## config.mk

```make
export PLATFORM = sky130hd
export DESIGN_NAME = instr_fetch_unit
export DESIGN_NICKNAME = d
export VERILOG_FILES = /design/src/rtl/instr_fetch_unit.sv
export SDC_FILE = /design/constraint.sdc
export NUM_CORES = 1
export LEC_CHECK = 0
export ABC_AREA = 1
export CAP_MARGIN = 0
export CORE_MARGIN = 1.5
export CORE_UTILIZATION = 58
export DETAILED_ROUTE_END_ITERATION = 8
export MAX_ROUTING_LAYER = met4
export PLACE_DENSITY = 0.88
export SLEW_MARGIN = 20
export SYNTH_ARGS = -nofsm -noshare
export SYNTH_HDL_FRONTEND = slang
export SYNTH_SLANG_ARGS = --single-unit
```

## constraint.sdc

```tcl
create_clock -name clk -period 3.8 [get_ports clk]
set_clock_uncertainty 0.1 [all_clocks]
set_input_delay 0.38 -clock clk [delete_from_list [all_inputs] [get_ports clk]]
set_output_delay 0.38 -clock clk [all_outputs]
set_load 0.01 [all_outputs]
```

## src/rtl/instr_fetch_unit.sv

```systemverilog
// instr_fetch_unit
//   Fetch stage for the 8-bit core. Reads a byte-wide synchronous instruction
//   memory, assembles 1-byte ops and 2-byte load-immediate (op + imm) pairs,
//   and queues them for the execute stage.
// Ports
//   clk, rst                   clock / synchronous active-high reset
//   imem_en, imem_addr         memory read strobe and address
//   imem_rdata                 read data, valid the cycle after imem_en
//   redirect_valid/_pc         flush and restart fetch at redirect_pc
//   out_valid/out_ready        head-of-queue handshake
//   out_instr/out_imm/out_pc   head entry (imm is 0 for non-LI ops)
//   halted                     HALT enqueued, fetching stopped
module instr_fetch_unit #(
  parameter int                ADDR_W      = 8,
  parameter int                DEPTH       = 2,
  parameter logic [2:0]        LI_OPCODE   = 3'b010,
  parameter logic [2:0]        HALT_OPCODE = 3'b111,
  parameter logic [ADDR_W-1:0] RESET_PC    = '0
) (
  input  logic              clk,
  input  logic              rst,
  output logic              imem_en,
  output logic [ADDR_W-1:0] imem_addr,
  input  logic [7:0]        imem_rdata,
  input  logic              redirect_valid,
  input  logic [ADDR_W-1:0] redirect_pc,
  output logic              out_valid,
  input  logic              out_ready,
  output logic [7:0]        out_instr,
  output logic [7:0]        out_imm,
  output logic [ADDR_W-1:0] out_pc,
  output logic              halted
);

  localparam int PTR_W = (DEPTH > 1) ? $clog2(DEPTH) : 1;
  localparam int CNT_W = $clog2(DEPTH + 1);
  localparam logic [PTR_W-1:0] LAST_PTR = PTR_W'(DEPTH - 1);
  localparam logic [CNT_W:0]   DEPTH_C  = (CNT_W + 1)'(DEPTH);

  typedef enum logic [1:0] {IDLE, WAIT_OP, WAIT_IMM} state_t;

  typedef struct packed {
    logic [7:0]        instr;
    logic [7:0]        imm;
    logic [ADDR_W-1:0] pc;
  } entry_t;

  state_t            state;
  logic [ADDR_W-1:0] fetch_pc;
  logic [ADDR_W-1:0] op_pc;     // address of the op byte currently in flight
  logic [7:0]        li_op;     // LI op byte held while its immediate is fetched
  entry_t            q [DEPTH];
  logic [PTR_W-1:0]  rd_ptr, wr_ptr;
  logic [CNT_W-1:0]  count, count_nxt;

  logic       push, pop, space, issue_op, issue_imm;
  entry_t     push_e;
  logic [CNT_W:0] cnt_after;
  logic [2:0] op;

  function automatic logic [PTR_W-1:0] ptr_inc(input logic [PTR_W-1:0] p);
    return (p == LAST_PTR) ? '0 : p + 1'b1;
  endfunction

  assign op = imem_rdata[7:5];

  always_comb begin
    push      = 1'b0;
    push_e    = '0;
    issue_op  = 1'b0;
    issue_imm = 1'b0;
    case (state)
      WAIT_OP: begin
        if (op == LI_OPCODE) issue_imm = 1'b1;
        else begin
          push   = 1'b1;
          push_e = '{instr: imem_rdata, imm: 8'h00, pc: op_pc};
        end
      end
      WAIT_IMM: begin
        push   = 1'b1;
        push_e = '{instr: li_op, imm: imem_rdata, pc: op_pc};
      end
      default: ;
    endcase
    // A same-cycle pop is deliberately not credited: the space check only
    // looks at registered occupancy plus this cycle's push.
    cnt_after = {1'b0, count} + {{CNT_W{1'b0}}, push};
    space     = cnt_after < DEPTH_C;
    case (state)
      IDLE:     issue_op = space && !halted;
      WAIT_OP:  issue_op = space && (op != LI_OPCODE) && (op != HALT_OPCODE);
      WAIT_IMM: issue_op = space;
      default:  issue_op = 1'b0;
    endcase
  end

  assign imem_en   = (issue_op | issue_imm) & ~redirect_valid & ~rst;
  assign imem_addr = fetch_pc;
  assign pop       = out_valid & out_ready;

  always_comb begin
    case ({push, pop})
      2'b10:   count_nxt = count + 1'b1;
      2'b01:   count_nxt = count - 1'b1;
      default: count_nxt = count;
    endcase
  end

  assign out_instr = q[rd_ptr].instr;
  assign out_imm   = q[rd_ptr].imm;
  assign out_pc    = q[rd_ptr].pc;

  always_ff @(posedge clk) begin
    if (rst) begin
      state     <= IDLE;
      fetch_pc  <= RESET_PC;
      op_pc     <= '0;
      li_op     <= '0;
      rd_ptr    <= '0;
      wr_ptr    <= '0;
      count     <= '0;
      out_valid <= 1'b0;
      halted    <= 1'b0;
      for (int i = 0; i < DEPTH; i++) q[i] <= '0;
    end else if (redirect_valid) begin
      // Any handshake this cycle is consumed by emptying the queue; the byte
      // returning next cycle is ignored because the FSM is back in IDLE.
      state     <= IDLE;
      fetch_pc  <= redirect_pc;
      rd_ptr    <= '0;
      wr_ptr    <= '0;
      count     <= '0;
      out_valid <= 1'b0;
      halted    <= 1'b0;
    end else begin
      if (imem_en)  fetch_pc <= fetch_pc + 1'b1;
      if (issue_op) op_pc    <= fetch_pc;
      case (state)
        IDLE: if (issue_op) state <= WAIT_OP;
        WAIT_OP: begin
          if (op == LI_OPCODE) begin
            li_op <= imem_rdata;
            state <= WAIT_IMM;
          end else if (op == HALT_OPCODE) begin
            halted <= 1'b1;
            state  <= IDLE;
          end else begin
            state <= issue_op ? WAIT_OP : IDLE;
          end
        end
        WAIT_IMM: state <= issue_op ? WAIT_OP : IDLE;
        default:  state <= IDLE;
      endcase
      if (push) begin
        q[wr_ptr] <= push_e;
        wr_ptr    <= ptr_inc(wr_ptr);
      end
      if (pop) rd_ptr <= ptr_inc(rd_ptr);
      count     <= count_nxt;
      out_valid <= (count_nxt != '0);
    end
  end

  // Issue gating must keep every push within capacity.
  assert property (@(posedge clk) disable iff (rst || redirect_valid)
                   !(push && count == CNT_W'(DEPTH)));

endmodule

```

==> run_1/layer_met2.png <==
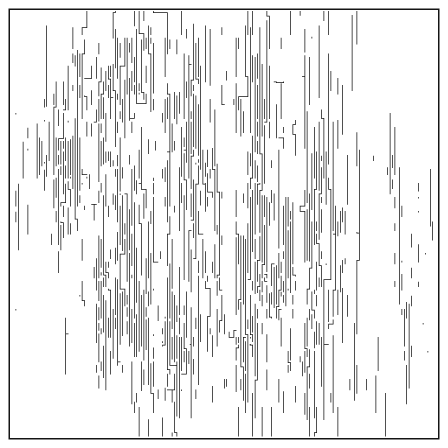
nets with wire on the layer: 391
wire length on this layer: 3750 um
main direction: vertical
share of all routed wire: 51%
longest straight run: 30.3 um
met2 Resource Use GR: 38.36%
via count: 2811
routed wire length: 7345 um

==> run_1/layer_met4.png <==
Supply wires on this layer in gray. Cells faint in the background.
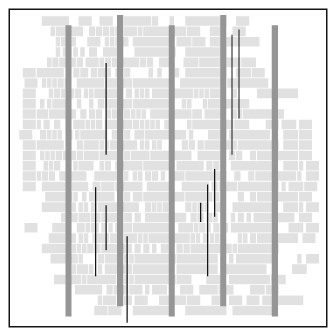
longest straight run: 31.3 um
nets with wire on the layer: 7
share of all routed wire: 2.4%
main direction: vertical

==> reports/results.tsv, run 1 <==
metric	value	unit
status	finished clean	
drt pass-1 iters	5	
die width	83.14	um
Clk pin slew, worst setup/hold paths	80	ps
share of layout cells above drive strength 1	13.70	%
Sink Count	81	
Sw Ratio	23.10	%
Slew Limit Fails	0	
Starting DRT DRC Count	188	
Yosys Instances	381	
PwrDens	405.7	nW/um^2
crit start category	flop	
fin nets	459	
WP data required	3320	ps
crit path DAT	2540	ps
DRT antenna net count	0	
diode count	0	
top logic cells by instance count in the layout	nor2_1, clkdlybuf4s50_1, edfxtp_1	
initial antenna violation count	0	
Max Cap Violations	0	
Comb pwr share	11.6	%
global-route wire length before repair	12320	um
Worst Hold Class	flop to flop	
Max Clock Freq	330.7	MHz
endpoints failing setup	0	
via/cell ratio	5.458	
largest net degree at the start of global routing	27	
H-tree Lvls	3	
Hold Path End	li_op[5]	
fin crit period	3024	ps
synthesized netlist cell count	381	
Hold Crit Start	li_op[5]	
most frequent logic cell in the layout	nor2_1	
IO Port Bufs	54	
Max clock buf depth	2	
# IOs	55	
R2R Path Start	state[0]	
Worst setup startpoint	state[0]	
CTS tree	built	
area grow syn2layout	20.66	%
Slew HR	50.80	%
internal power	0.001402	W
setup bufs post-CTS	0	
row cnt	29	
wire length per cell	14.26	um
FF+latch count, synth	81	
grt total ovfl	0	
cell area after synthesis	3725	sq um
Mapped Nets	407	
Leakage	1.698	nW
fp_density	59.34	%
Clock power frac	34.4	%
Core Box Area	6277	sq um
# DRC	0	
Chip Area, Yosys	3725	sq um
yosys warns	0	
Post-synth seq share	56.43	%
Log Warnings	29	
later-pin clock latency in the skew report	340	ps
Total GRT Usage	23.03	%
CTS buffer count	9	
Reg2Reg Capture Point	q[0][22]	
full die area	6912	sq um
final hold violations	0	
Hold Buf Count CTS	0	
vias in the first global route	2756	
setup TNS	0	ps
kind of end point of the critical path	primary output	
detailed placement HPWL	5084	um
distinct lib cells	31	
period utilization	79.58	%
RSZ-0062 raised after global routing	no	
Peak VDD IR	0.2471	mV
switching power	0.0004212	W
reg-to-reg setup timing slack	950	ps
Resize count post-CTS	0	
Max FO, Critical Path	19	
R2R cell count	9	
hold-critical path depth	2	
Sequential Power Share	54.0	%
Routability Congestion	0.8115	
kind of critical path	flop to primary output	
Avg Cell Area, Syn	9.776	sq um
power after layout	0.001823	W
worst-margin pin slew	735.3	ps
Chip Height	83.14	um
clock tree root driver cell	clkbuf_8	
==> run_1/layer_met3.png <==
Bar = 20 um. Cells faint in the background.
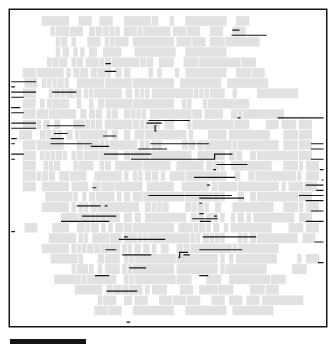
share of all routed wire: 5.2%
nets with wire on the layer: 58
wire length on this layer: 383 um
main direction: horizontal
met3 Use GR: 3.280%

-- run 1: cell usage after synthesis, drive strengths merged --
cell type	instances	area share (%)
o22ai	3	0.50
xnor2	1	0.24
nand3	18	3.0
nor2	59	6.4
a31oi	3	0.50
or2	1	0.17
o21ai	27	3.6
nand2	45	5.4
nand4	2	0.34
clkbuf	3	0.30
xor2	3	0.71
edfxtp	48	39
dfxtp	33	18
mux2	24	7.3
buf	14	2.3
nor3	17	2.3
a21oi	26	3.6
inv	47	4.7
ha	6	2.0
o21a	1	0.20
-- run 1: stage by stage --
step / worst slack [ps] / utilization [%] / hold WS [ps] / std cells / area [sq um]
global route: 626.6 / 71.60 / 378.5 / 515 / 4494
global placement: 831.7 / 68.41 / 347.2 / 499 / 4294
finish: 776.1 / 71.60 / 361.7 / 515 / 4494
detailed placement: 728.3 / 68.41 / 354.8 / 499 / 4294
floorplan: 1455 / - / 321.8 / 381 / 3725
CTS: 788.6 / 71.58 / 365.5 / 515 / 4493
-- run 1: worst max-delay path by stage --
| stage | to | slack [ps] |
|---|---|---|
| final | imem_en | 780 |
| after global routing | imem_en | 630 |
| after CTS | imem_en | 790 |
| after detailed placement | q[0][14] | 730 |
| after global placement | q[0][14] | 830 |
| after floorplan | q[0][0] | 1450 |
-- run 1: registers in the layout, summed over array words and instances (netlist names), named ones only --
register and flops:
q 48, imem_addr 8, li_op 8, op_pc 8, count 2, state 2, halted 1, out_valid 1
rd_ptr 1, wr_ptr 1
-- run 1: cells by family (layout without fill, tap and decap cells) --
group / count (synthesis) / after routing / share of synthesized area (%)
multiplexers: 24 / 24 / 7.256
adder cells (fa/ha/maj): 6 / 6 / 2.015
AND-OR/OR-AND: 60 / 60 / 8.432
flip-flops: 81 / 81 / 56.43
AND/OR/NAND/NOR: 142 / 142 / 17.57
XOR/XNOR: 4 / 4 / 0.9407
buffers and inverters: 64 / 121 / 7.356
-- run 1: critical path, stage by stage (launching register included) --
cell	delay (ps)
dfxtp_1	390
inv_1	80
ha_1	320
inv_2	300
nand2_2	100
nand3_2	90
nand2_4	80
nand2_2	90
nand2_4	130
inv_1	80
clkdlybuf4s50_1	530
-- run 1: metal layers --
layer,share of wire [%],vias to the layer above,wire length (um),GRT usage [%]
met3,5.2,18,383,3.280
li1,-,1377,-,-
met5,0,-,0,-
met4,2.4,0,176,11.36
met1,41,1306,3039,27.59
met2,51,110,3746,38.36
-- run 1: final cells by class --
type	count	area [sq um]
Clock buffer	14	163.9
Clock inverter	2	35.03
Fill cell	453	1783
Inverter	47	176.4
Multi-Input combinational cell	236	1349
Sequential cell	81	2103
Tap cell	77	96.34
Timing Repair Buffer	58	570.5
-- run 1: power groups by stage --
stage / sequential [W] / clock (W) / combinational (W)
final: 0.000985 / 0.000627 / 0.000211
after floorplan: 0.00100 / 0 / 0.000124
after global placement: 0.00100 / 0 / 0.000202
after global routing: 0.000990 / 0.000669 / 0.000233
after detailed placement: 0.00100 / 0 / 0.000209
after CTS: 0.000985 / 0.000634 / 0.000211
## Run 2: what changed since run 1
CORE_UTILIZATION = 49   (was 58)
PLACE_DENSITY = 0.79   (was 0.88)
clock period = 2.68 ns   (was 3.8 ns; I/O delays follow)
==> run_2/clocks.png <==
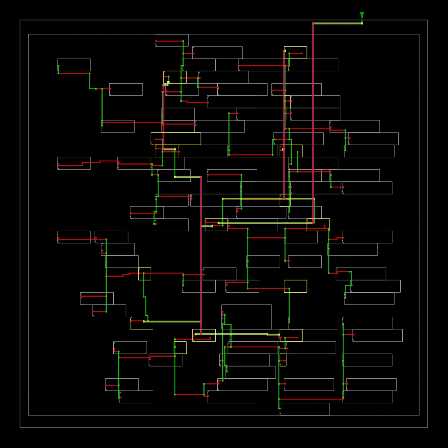
Sink Count: 81
registers: 81
later-pin clock latency in the skew report: 350 ps
clkbuf count: 12

==> reports/results.tsv, run 2 <==
metric	value	unit	change
Total GRT Usage	20.35	%	-2.7 points
DRT antenna net count	0		unchanged
Max Cap Violations	0		unchanged
R2R Path Start	state[1]		
global-route wire length before repair	12610	um	+2.4%
area grow syn2layout	22.37	%	
DP Cell Count	526		+5.4%
Clk pin slew, worst setup/hold paths	80	ps	about the same
# IOs	55		unchanged
area leader, netlist	edfxtp_1		
Buf+Inv Stages, Crit Path	2		-2
die width	90.19	um	+8.5%
WHS	376.5	ps	+14.80 ps
detailed placement HPWL	5067	um	-0.35%
H-tree Lvls	3		unchanged
cell area after synthesis	3725	sq um	unchanged
worst-margin pin slew	662.7	ps	-72.63 ps
slowest stage cell, crit path	clkdlybuf4s50_1		
reg-to-reg setup timing slack	670	ps	-280 ps
crit-path leading delay family	buffers and inverters		
Max FO, Critical Path	5		-14
mux frac, synth	7.256	%	unchanged
Max clock buf depth	2		unchanged
most frequent logic cell in the layout	nor2_1		
Max Clock Freq	391.1	MHz	
kind of end point of the critical path	primary output		
status	finished clean		
distinct lib cells	31		unchanged
routed wire length	7551	um	+2.8%
IO Port Bufs	54		unchanged
Chip Height	90.19	um	+8.5%
CP cell instances	ha_1, or2_2, a21oi_2, nand2_4, nand2_2, nand2_4, inv_1, clkdlybuf4s50_1		
fin crit period	2557	ps	
CTS tree	built		
Simple-Gate Area Share	17.57	%	unchanged
Top cells by area	edfxtp_1, dfxtp_1, mux2_2		
Post-synth EDFFs	48		unchanged
Core Box Area	7292	sq um	+16%
max reg flops	48		unchanged
final std cells w/o fill	542		+5.2%
Yosys Instances	381		unchanged
final hold violations	0		unchanged
Hold Crit Start	op_pc[0]		
WP data required	2310	ps	-1010 ps
Most common cell on crit path	nand2_4		
main flop type	edfxtp_1		
PwrDens	567.1	nW/um^2	+40%
Max-area cell share	38.70	%	unchanged
yosys warns	0		unchanged
Hold Buf Count CTS	0		unchanged
Slew Limit Fails	0		unchanged
clock tree root driver cell	clkbuf_8		
CP max stage delay	520	ps	about the same
wire length per cell	13.93	um	-2.3%
full die area	8133	sq um	+18%
setup ws final	123.1	ps	-653.0 ps
Place WS	286.1	ps	-442.1 ps
Routability Congestion	0.8320		+2.5%
XORs/XNORs by Area	0.9405	%	unchanged
crit start category	flop		
Leakage	1.712	nW	+0.84%
fin nets	464		+1.1%
endpoints failing setup	0		unchanged
share of layout cells above drive strength 1	15.12	%	+1.4 points
Yosys top cell by instances	nor2_1		
power after layout	0.002585	W	+42%
Mapped Nets	407		unchanged
Peak VDD IR	0.2749	mV	+11%
Post-synth seq share	56.43	%	unchanged
ao+oa area frac	8.431	%	unchanged
Post-synth top cells	nor2_1, edfxtp_1, inv_1, nand2_1, dfxtp_1		
synthesized netlist cell count	381		unchanged
drt pass-1 iters	4		-1
-- run 2: cell counts after synthesis --
No cell type changed its count.
-- run 2: cells by family (layout without fill, tap and decap cells) --
kind of cell / after synthesis / count (layout)
fa+ha+maj: 6 / 6
simple gates: 142 / 142
buf+inv: 64 / 126
mux: 24 / 24
flops: 81 / 81
compound gates: 60 / 60
xor+xnor: 4 / 4
-- run 2: through the flow --
step	cell area, sq um	util [%]
finish	4558	62.51
global placement	4359	59.78
CTS	4556	62.47
floorplan	3725	-
global route	4558	62.51
detailed placement	4359	59.78
-- run 2: what timing repair did --
action	4_1_cts	5_1_grt
endpoints found under the setup margin	0	1
resized	0	1
setup buffers	0	0
-- run 2: where the power goes --
group	switching [W]	leakage [nW]	internal (W)	total, W
Combinational	0.000165	0.852	0.000138	0.000302
Clock	0.000430	0.0932	0.000457	0.000887
Sequential	0.0000300	0.766	0.00137	0.00140
Total	0.000625	1.71	0.00196	0.00259
-- run 2: path summary, 6_finish.rpt --
check / end / depth (start not counted)
worst max-delay path: imem_en / 8
worst min-delay path: op_pc[0] / 2
worst max register to register: out_valid / 12
worst min register to register: op_pc[0] / 2
-- run 2: layout make-up --
cell class                      count  area, sq um
Clock buffer                       12        145.1
Sequential cell                    81         2102
Multi-Input combinational cell    236         1351
Timing Repair Buffer               63        608.1
Clock inverter                      4        51.30
Fill cell                         606         2734
Inverter                           47        176.4
Tap cell                           99        123.9
-- run 2: per-layer routing --
metal / share of wire (%) / vias to the layer above / GRT usage, %
met4: 1.9 / 0 / 8.995
met3: 4.3 / 13 / 5.245
met1: 43 / 1297 / 23.47
met5: 0 / - / -
li1: - / 1385 / -
met2: 51 / 75 / 33.46
-- run 2: tightest hold or removal path, cell delays in order, from the launching register on --
cell and delay (ps):
dfxtp_1 310, o21ai_0 60, a21oi_1 60
## Run 3: what changed since run 2
GPL_TIMING_DRIVEN = 1   (was default)
==> run_3/layer_met1.png <==
Supply wires on this layer in gray.
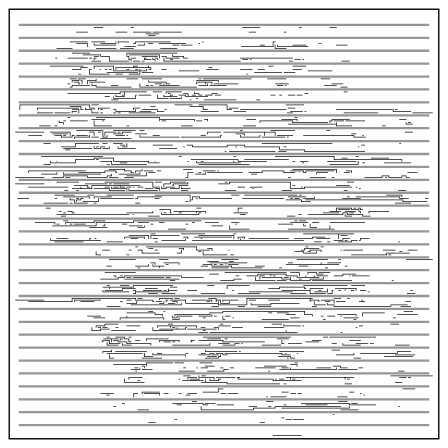
nets with wire on the layer: 427
wire length on this layer: 3260 um
longest straight run: 23.5 um
main direction: horizontal
routed wire length: 7551 um
M1 GR Usage: 23.47%

==> reports/results.tsv, run 3 <==
metric	value	unit	change
status	finished clean		
Chip Height	90.19	um	unchanged
IO Port Bufs	54		unchanged
Post-synth top cells	nor2_1, edfxtp_1, inv_1, nand2_1, dfxtp_1		
global-route wire length before repair	12610	um	unchanged
Core Box Area	7292	sq um	unchanged
Yosys top cell by instances	nor2_1		
most frequent logic cell in the layout	nor2_1		
Yosys Instances	381		unchanged
Comb pwr share	11.7	%	about the same
Log Warnings	29		
grt total ovfl	0		
Top cells by area	edfxtp_1, dfxtp_1, mux2_2		
# IOs	55		unchanged
Max FO, Critical Path	5		unchanged
distinct lib cells	31		unchanged
area after detailed placement	4359	sq um	unchanged
clock tree root driver cell	clkbuf_8		
Max-area cell share	38.70	%	unchanged
max reg flops	48		unchanged
Max Clock Freq	391.1	MHz	unchanged
WP data required	2310	ps	about the same
area grow syn2layout	22.37	%	unchanged
Routability Congestion	0.8320		unchanged
Worst Hold Class	flop to flop		
Mapped Nets	407		unchanged
Fillers	606		unchanged
CP max stage delay	520	ps	about the same
Peak VDD IR	0.2749	mV	unchanged
share of layout cells above drive strength 1	15.12	%	unchanged
final std cells w/o fill	542		unchanged
Post-synth EDFFs	48		unchanged
area leader, netlist	edfxtp_1		
detailed placement HPWL	5067	um	unchanged
PwrDens	567.1	nW/um^2	unchanged
Sequential Power Share	54.0	%	about the same
CP cell instances	ha_1, or2_2, a21oi_2, nand2_4, nand2_2, nand2_4, inv_1, clkdlybuf4s50_1		
crit start category	flop		
Clk pin slew, worst setup/hold paths	80	ps	about the same
Starting DRT DRC Count	131		
Slew Limit Fails	0		unchanged
crit path DAT	2190	ps	
main flop type	edfxtp_1		
synthesized netlist cell count	381		unchanged
worst-margin pin slew	662.7	ps	unchanged
Synth async-reset ratio	0	%	
Slew HR	55.77	%	
Sink Count	81		unchanged
setup bufs post-CTS	0		unchanged
Post-synth seq share	56.43	%	unchanged
vias in the first global route	2725		
endpoints failing setup	0		unchanged
fin area	4558	sq um	unchanged
Most common cell on crit path	nand2_4		
Clock power frac	34.3	%	about the same
later-pin clock latency in the skew report	350	ps	about the same
Leakage	1.712	nW	unchanged
Max clock buf depth	2		unchanged
full die area	8133	sq um	unchanged
WHS	376.5	ps	unchanged
fin nets	464		unchanged
slowest stage cell, crit path	clkdlybuf4s50_1		
H-tree Lvls	3		unchanged
wire length per cell	13.93	um	unchanged
fin crit period	2557	ps	unchanged
diode count	0		
Sw Ratio	24.16	%	unchanged
cell area after synthesis	3725	sq um	unchanged
yosys warns	0		unchanged
drt pass-1 iters	4		unchanged
Hold Buf Count CTS	0		unchanged
# DRC	0		
fp_density	51.08	%	
kind of end point of the critical path	primary output		
row cnt	31		
via/cell ratio	5.111		
DP Cell Count	526		unchanged
Max Cap Violations	0		unchanged
die width	90.19	um	unchanged
period utilization	95.41	%	
DRT antenna net count	0		unchanged
internal power	0.001961	W	unchanged
Total GRT Usage	20.35	%	unchanged
final hold violations	0		unchanged
switching power	0.0006245	W	unchanged
CTS tree	built		
-- run 3: cell counts after synthesis --
No cell type changed its count.
-- run 3: worst paths after layout --
path         startpoint        end  slack (ps)  cells past startpoint
max            state[0]    imem_en         120                      8
min            op_pc[0]   op_pc[0]         380                      2
max reg2reg    state[1]  out_valid         670                     12
min reg2reg    op_pc[0]   op_pc[0]         380                      2
-- run 3: critical path: cells and delay by family (launching register included) --
| kind | cells | cell delay [ps] |
|---|---|---|
| AOI/OAI and AO/OA | 1 | 160 |
| and+or+nand+nor | 4 | 520 |
| buffers and inverters | 2 | 580 |
| adders and majority gates | 1 | 210 |
| DFF | 1 | 340 |
-- run 3: power by group through the flow --
stage	combinational (W)	clock [W]	sequential, W
2_1_floorplan	0.000175	0	0.00142
3_3_place_gp	0.000293	0	0.00142
3_5_place_dp	0.000300	0	0.00142
4_1_cts	0.000304	0.000899	0.00140
5_1_grt	0.000335	0.000956	0.00140
6_report	0.000302	0.000887	0.00140
-- run 3: cell type report --
| cell class | instances | area (sq um) | share of cell area [%] |
|---|---|---|---|
| flip-flops and latches | 81 | 2102 | 46.12 |
| clock inverters | 4 | 51.30 | 1.125 |
| repair buffers | 63 | 608.1 | 13.34 |
| well taps | 99 | 123.9 | 2.718 |
| inverters | 47 | 176.4 | 3.870 |
| multi-input cells | 236 | 1351 | 29.65 |
| clock buffers | 12 | 145.1 | 3.184 |
-- run 3: per-layer routing --
layer / up-vias / global-route usage (%) / wire [um]
met5: - / - / 0
met4: 0 / 8.995 / 141
met3: 13 / 5.245 / 326
met2: 75 / 33.46 / 3821
met1: 1297 / 23.47 / 3261
li1: 1385 / - / -
-- run 3: cells by family (layout without fill, tap and decap cells) --
| logic type | after synthesis | in the layout | synth area share (%) |
|---|---|---|---|
| buffers and inverters | 64 | 126 | 7.356 |
| muxes | 24 | 24 | 7.256 |
| xor gates and xnor gates | 4 | 4 | 0.9407 |
| adders and majority gates | 6 | 6 | 2.015 |
| and+or+nand+nor | 142 | 142 | 17.57 |
| AOI/OAI and AO/OA | 60 | 60 | 8.432 |
| DFF | 81 | 81 | 56.43 |
-- run 3: what timing repair did --
| action | 4_1_cts | 5_1_grt |
|---|---|---|
| endpoints found under the setup margin | 0 | 1 |
| gates resized | 0 | 1 |
| hold endpoints to repair | 0 | 0 |
-- run 3: stage by stage --
step / util, % / total power [W] / setup WS [ps]
floorplan: - / 0.001597 / 334.6
detailed placement: 59.78 / 0.001724 / 286.1
CTS: 62.47 / 0.002598 / 61.21
global placement: 59.78 / 0.001713 / 324.3
global route: 62.51 / 0.002693 / 2.065
finish: 62.51 / 0.002585 / 123.1
Power figures rest on the tool's default switching activity, not on a simulated workload.
